<file path="src/rtl/mux_scan_n.sv">
// Registered N-channel multiplexer: direct select or round-robin auto-scan
// with a programmable dwell of DIV enabled clocks per channel.
module mux_scan_n #(
  parameter int WIDTH = 32,
  parameter int CH    = 8,
  parameter int SELW  = $clog2(CH),
  parameter int DIV   = 4
) (
  input  logic                  clk,
  input  logic                  rst_n,
  input  logic [CH*WIDTH-1:0]   din,
  input  logic                  mode,
  input  logic [SELW-1:0]       s,
  input  logic                  en,
  output logic [WIDTH-1:0]      o,
  output logic [SELW-1:0]       o_sel,
  output logic                  o_valid,
  output logic                  wrap
);

  localparam int PREW = (DIV > 1) ? $clog2(DIV) : 1;

  logic                 mode_q;
  logic [SELW-1:0]      ptr_q, ptr_d, ptr_n;
  logic [PREW-1:0]      pre_q, pre_d;
  logic [WIDTH-1:0]     o_q, o_d;
  logic [SELW-1:0]      sel_q, sel_d;
  logic                 valid_q, valid_d;
  logic                 wrap_q, wrap_d;

  function automatic logic in_range(input logic [SELW-1:0] k);
    return int'(k) < CH;
  endfunction

  // Out-of-range channel indices read as zero.
  function automatic logic [WIDTH-1:0] pick(input logic [CH*WIDTH-1:0] d,
                                            input logic [SELW-1:0] k);
    logic [WIDTH-1:0] r;
    r = '0;
    for (int i = 0; i < CH; i++) begin
      if (int'(k) == i) r = d[i*WIDTH +: WIDTH];
    end
    return r;
  endfunction

  always_comb begin
    ptr_n   = ptr_q;
    ptr_d   = ptr_q;
    pre_d   = pre_q;
    o_d     = o_q;
    sel_d   = sel_q;
    valid_d = valid_q;
    wrap_d  = 1'b0;
    if (mode) begin
      if (!mode_q) begin
        ptr_n = in_range(s) ? s : '0;
        pre_d = '0;
      end else if (int'(pre_q) == DIV - 1) begin
        pre_d  = '0;
        wrap_d = (int'(ptr_q) == CH - 1);
        ptr_n  = wrap_d ? '0 : ptr_q + SELW'(1);
      end else begin
        pre_d = pre_q + PREW'(1);
      end
      ptr_d   = ptr_n;
      o_d     = pick(din, ptr_n);
      sel_d   = ptr_n;
      valid_d = 1'b1;
    end else begin
      o_d     = pick(din, s);
      sel_d   = s;
      valid_d = in_range(s);
    end
  end

  always_ff @(posedge clk or negedge rst_n) begin
    if (!rst_n) begin
      mode_q  <= 1'b0;
      ptr_q   <= '0;
      pre_q   <= '0;
      o_q     <= '0;
      sel_q   <= '0;
      valid_q <= 1'b0;
      wrap_q  <= 1'b0;
    end else if (en) begin
      mode_q  <= mode;
      ptr_q   <= ptr_d;
      pre_q   <= pre_d;
      o_q     <= o_d;
      sel_q   <= sel_d;
      valid_q <= valid_d;
      wrap_q  <= wrap_d;
    end
  end

  // A held wrap must not show while the block is frozen.
  assign wrap    = wrap_q & en;
  assign o       = o_q;
  assign o_sel   = sel_q;
  assign o_valid = valid_q;

endmodule

</file>
<file path="config.mk">
export PLATFORM = sky130hd
export DESIGN_NAME = mux_scan_n
export DESIGN_NICKNAME = d
export VERILOG_FILES = /design/src/rtl/mux_scan_n.sv
export SDC_FILE = /design/constraint.sdc
export NUM_CORES = 1
export LEC_CHECK = 0
export ABC_AREA = 1
export CORE_MARGIN = 2
export CORE_UTILIZATION = 35
export DETAILED_ROUTE_END_ITERATION = 8
export PLACE_DENSITY = 0.72
export REMOVE_ABC_BUFFERS = 1
export SYNTH_ARGS = -nofsm -noshare
export SYNTH_HDL_FRONTEND = slang
export SYNTH_SLANG_ARGS = --single-unit
</file>
<file path="constraint.sdc">
create_clock -name clk -period 2.6 [get_ports clk]
set_input_delay 0.52 -clock clk [delete_from_list [all_inputs] [get_ports clk]]
set_output_delay 0.52 -clock clk [all_outputs]
set_load 0.05 [all_outputs]
</file>
Fig. 1: layout detail
Window x 49 to 89, y 49 to 89 µm. Cells in grey, sequential cells in the stronger grey; small squares are vias.
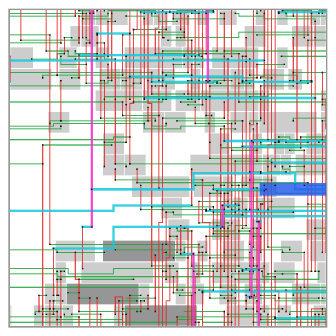
layer	colour
metal 3	cyan
metal 5	blue
metal 1	green
metal 4	magenta
metal 2	red
cells with their middle in the window	108
netlist names of flops here include	`o` (3)
sequential cells in the window	3
most frequent	nand2_1 (21), buf_4 (19), nand4_1 (11)

Fig. 2: wiring heat map
The bar under the picture is 50 µm long. 28 x 28 tiles, from white (low) to dark blue (high), scaled to the fullest tile. Values are wire area over tile area, all layers added.
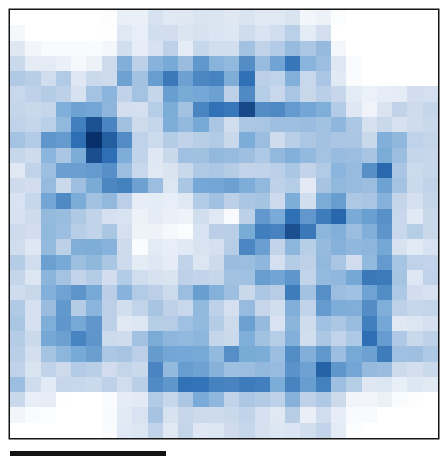
fullest tile	0.96
emptiest ninth of the die	top right
tiles over half the peak	17%
mean over tiles	0.30

[cell usage after synthesis]
library cell | count | area (µm²)
a21boi_0 | 3 | 22.5
a21oi_1 | 101 | 505
a22oi_1 | 23 | 173
buf_1 | 6 | 22.5
buf_2 | 27 | 135
buf_4 | 5 | 37.5
buf_6 | 3 | 33.8
clkbuf_1 | 50 | 188
clkinv_1 | 1 | 3.75
dfrtp_1 | 43 | 1080
ha_1 | 3 | 37.5
inv_1 | 133 | 499
inv_2 | 9 | 33.8
nand2_1 | 341 | 1280
nand2_2 | 2 | 12.5
nand2_4 | 2 | 22.5
nand3_1 | 98 | 490
nand3_2 | 2 | 20.0
nand4_1 | 162 | 1010
nor2_1 | 73 | 274
nor3_1 | 4 | 20.0
nor3_2 | 2 | 20.0
nor3_4 | 2 | 32.5
o2111ai_1 | 3 | 26.3
o211a_1 | 2 | 20.0
o211ai_1 | 3 | 22.5
o21ai_0 | 43 | 215
or2_2 | 1 | 6.26
[final cells by class]
| cell class | count | area, µm² |
|---|---|---|
| Sequential cell | 43 | 1080 |
| Tap cell | 225 | 282 |
| Clock buffer | 8 | 156 |
| Timing Repair Buffer | 355 | 3560 |
| Inverter | 143 | 539 |
| Multi-Input combinational cell | 870 | 4250 |
| Fill cell | 1668 | 7490 |
[worst max-delay path, cell delays in order (launching register included)]
cell and delay [ns]:
dfrtp_1 0.42, ha_1 0.22, ha_1 0.27, nand2_1 0.05, nand3_1 0.14, nand2_2 0.15, inv_2 0.17, nand3_1 0.14
inv_4 0.17, buf_12 0.16, nand2_1 0.05, nand2_1 0.05, inv_1 0.04, nand4_1 0.08, nand2_1 0.05, a21oi_1 0.13
[power groups by stage]
stage / clock [mW] / combinational (mW) / sequential, mW
floorplan: 0 / 0.870 / 1.26
global placement: 0 / 2.45 / 0.892
detailed placement: 0 / 2.47 / 0.888
CTS: 0.735 / 2.48 / 0.883
global route: 0.759 / 2.68 / 0.895
finish: 0.733 / 2.51 / 0.885
[metal layers]
| layer | track usage | share of wire | up-vias |
|---|---|---|---|
| met3 | 0.0732 | 0.12 | 132 |
| met5 | 0 | 0.00084 | - |
| met1 | 0.421 | 0.38 | 4260 |
| met2 | 0.534 | 0.45 | 719 |
| li1 | - | - | 4412 |
| met4 | 0.159 | 0.045 | 4 |
[logic make-up (layout without fill, tap and decap cells)]
group	count (synthesis)	count (layout)	share of synthesized area
compound gates	178	178	0.158
flops	43	43	0.172
fa+ha+maj	3	3	0.00601
simple gates	689	689	0.511
buf+inv	234	506	0.153
[sequential cells by signal, summed over array words and instances (netlist names)]
| signal | cells |
|---|---|
| pre_q | 2 |
| o_sel | 3 |
| wrap_q | 1 |
| o_valid | 1 |
| mode_q | 1 |
| o | 32 |
| ptr_q | 3 |
[worst max path at each step]
stage / startpoint / endpoint / slack (ns)
2_1_floorplan: s[2] / o[20] / -0.57
4_1_cts: ptr_q[0] / o[3] / 0.20
3_5_place_dp: s[2] / o[12] / 0.02
5_1_grt: ptr_q[0] / o[7] / 0.03
6_report: ptr_q[0] / o[3] / 0.23
3_3_place_gp: s[2] / o[3] / 0.06
==> run_results.csv <==
group,metric,value,unit
detailed_routing,via_per_inst,5.80,
final_timing,hold_violations,0,
place,port_buffers,299,
detailed_routing,vias,9527,
cts,path_clk_slew,0.07,ns
floorplan,rows,48,
cts,cts_sinks,43,
finish,area_growth,58.0,%
worst_setup_path,end_kind,"flip-flop",
finish,utilization,0.568,
floorplan,core_util_floorplan,0.360,
outcome,status,"finished clean",
final_timing,max-slew-margin-rel,0.562,
finish,drive_above_1_share,0.0634,
final_timing,fin_tns_setup,0,ns
power,total_power,4.13,mW
cts,ctsResizeCount,0,
power,p_leak,4.55,nW
final_timing,whs,0.245,ns
floorplan,die_w,138,µm
power,pwr-share-clk,0.178,
detailed_routing,routedWlPerCell,19.5,µm
detailed_routing,antenna_left,0,
floorplan,die-area,0.0189,mm²
worst_setup_path,cp_max_fo,10,
yosys,ys_seq_frac,0.172,
final_timing,drv_slew,0,
power,power-per-cell-area,418,mW/mm²
place,place_ws,0.0192,ns
cts,insertion_delay,0.31,ns
yosys,syn_area,0.00624,mm²
finish,stdcell_count,1644,
place,hpwl,23600,µm
worst_setup_path,rr_startpoint,"ptr_q[0]",
worst_setup_path,r2r_cells,15,
cts,holdBufCountCts,0,
yosys,ys_types,28,
cts,post_cts_buffers,0,
yosys,yosys_area,0.00624,mm²
cts,cts_tree,"built",
grt,grt_pass1_wl,48100,µm
yosys,yosys_warnings,0,
power,p_int,2.22,mW
worst_setup_path,setup.worst_path.start_class,"flip-flop",
cts,clk_path_buf_depth,2,
power,p_seq_frac,0.214,
detailed_routing,dr.first_iter.drc_count,1076,
yosys,synthCells,1147,
final_timing,finalCritPeriodShare,0.913,
floorplan,io_pins,300,
yosys,syn_avg_cell_area,5.44,µm²
worst_setup_path,critPathKind,"flip-flop to flip-flop",
floorplan,core-area,0.0174,mm²
final_timing,fin_crit,2.37,ns
worst_setup_path,cp.required,2.82,ns
finish,mostFrequentLayoutCell,"nand2_1",
detailed_routing,drt-total-wl,32100,µm
yosys,ys_cells,1147,
job,warnings,25,
power,p_comb_frac,0.608,
worst_setup_path,r2r_end,"o[3]",
power,p_sw_frac,0.463,
place,placed_cell_area,0.00970,mm²
cts,clockRootBuffer,"clkbuf_16",
job,cap_viol_max_count,0,
final_timing,fmax,421,MHz
final_timing,setup_viol,0,
min_path,hold_path.class,"primary input to async pin",
worst_setup_path,r2r_slack,0.23,ns
floorplan,die_height,138,µm
power,vdd_ir_drop_max,0.000285,V
cts,cts-buffers-inserted,5,
detailed_routing,dr.pass1.iters,8,
place,dp_cells,1636,
grt,antenna_found_initial,2,
grt,grt_pass1_vias,8951,
detailed_routing,drc_errors,0,
yosys,ys_ff,43,
final_timing,rsz0062_at_grt,"no",
finish,final_net_count,1684,
final_timing,tightest_slew,0.657,ns
finish,antenna_cells,0,
final_timing,worst_slack,0.227,ns
place,gp_congestion,0.937,
finish,fin_area,0.00986,mm²
grt,gr-total-overflow,0,
finish,lay_top_cells,"nand2_1, clkdlybuf4s50_1, nand4_1, inv_1, a21oi_1",
grt,grtUsageTotal,0.332,
grt,grt_start_max_net_pins,49,
worst_setup_path,cp.arrival,2.60,ns
cts,h-tree-depth,2,
power,p_sw,1.91,mW
final_timing,finalClockSkew,0.00760,ns
Power is estimated from default activity; no workload was simulated.
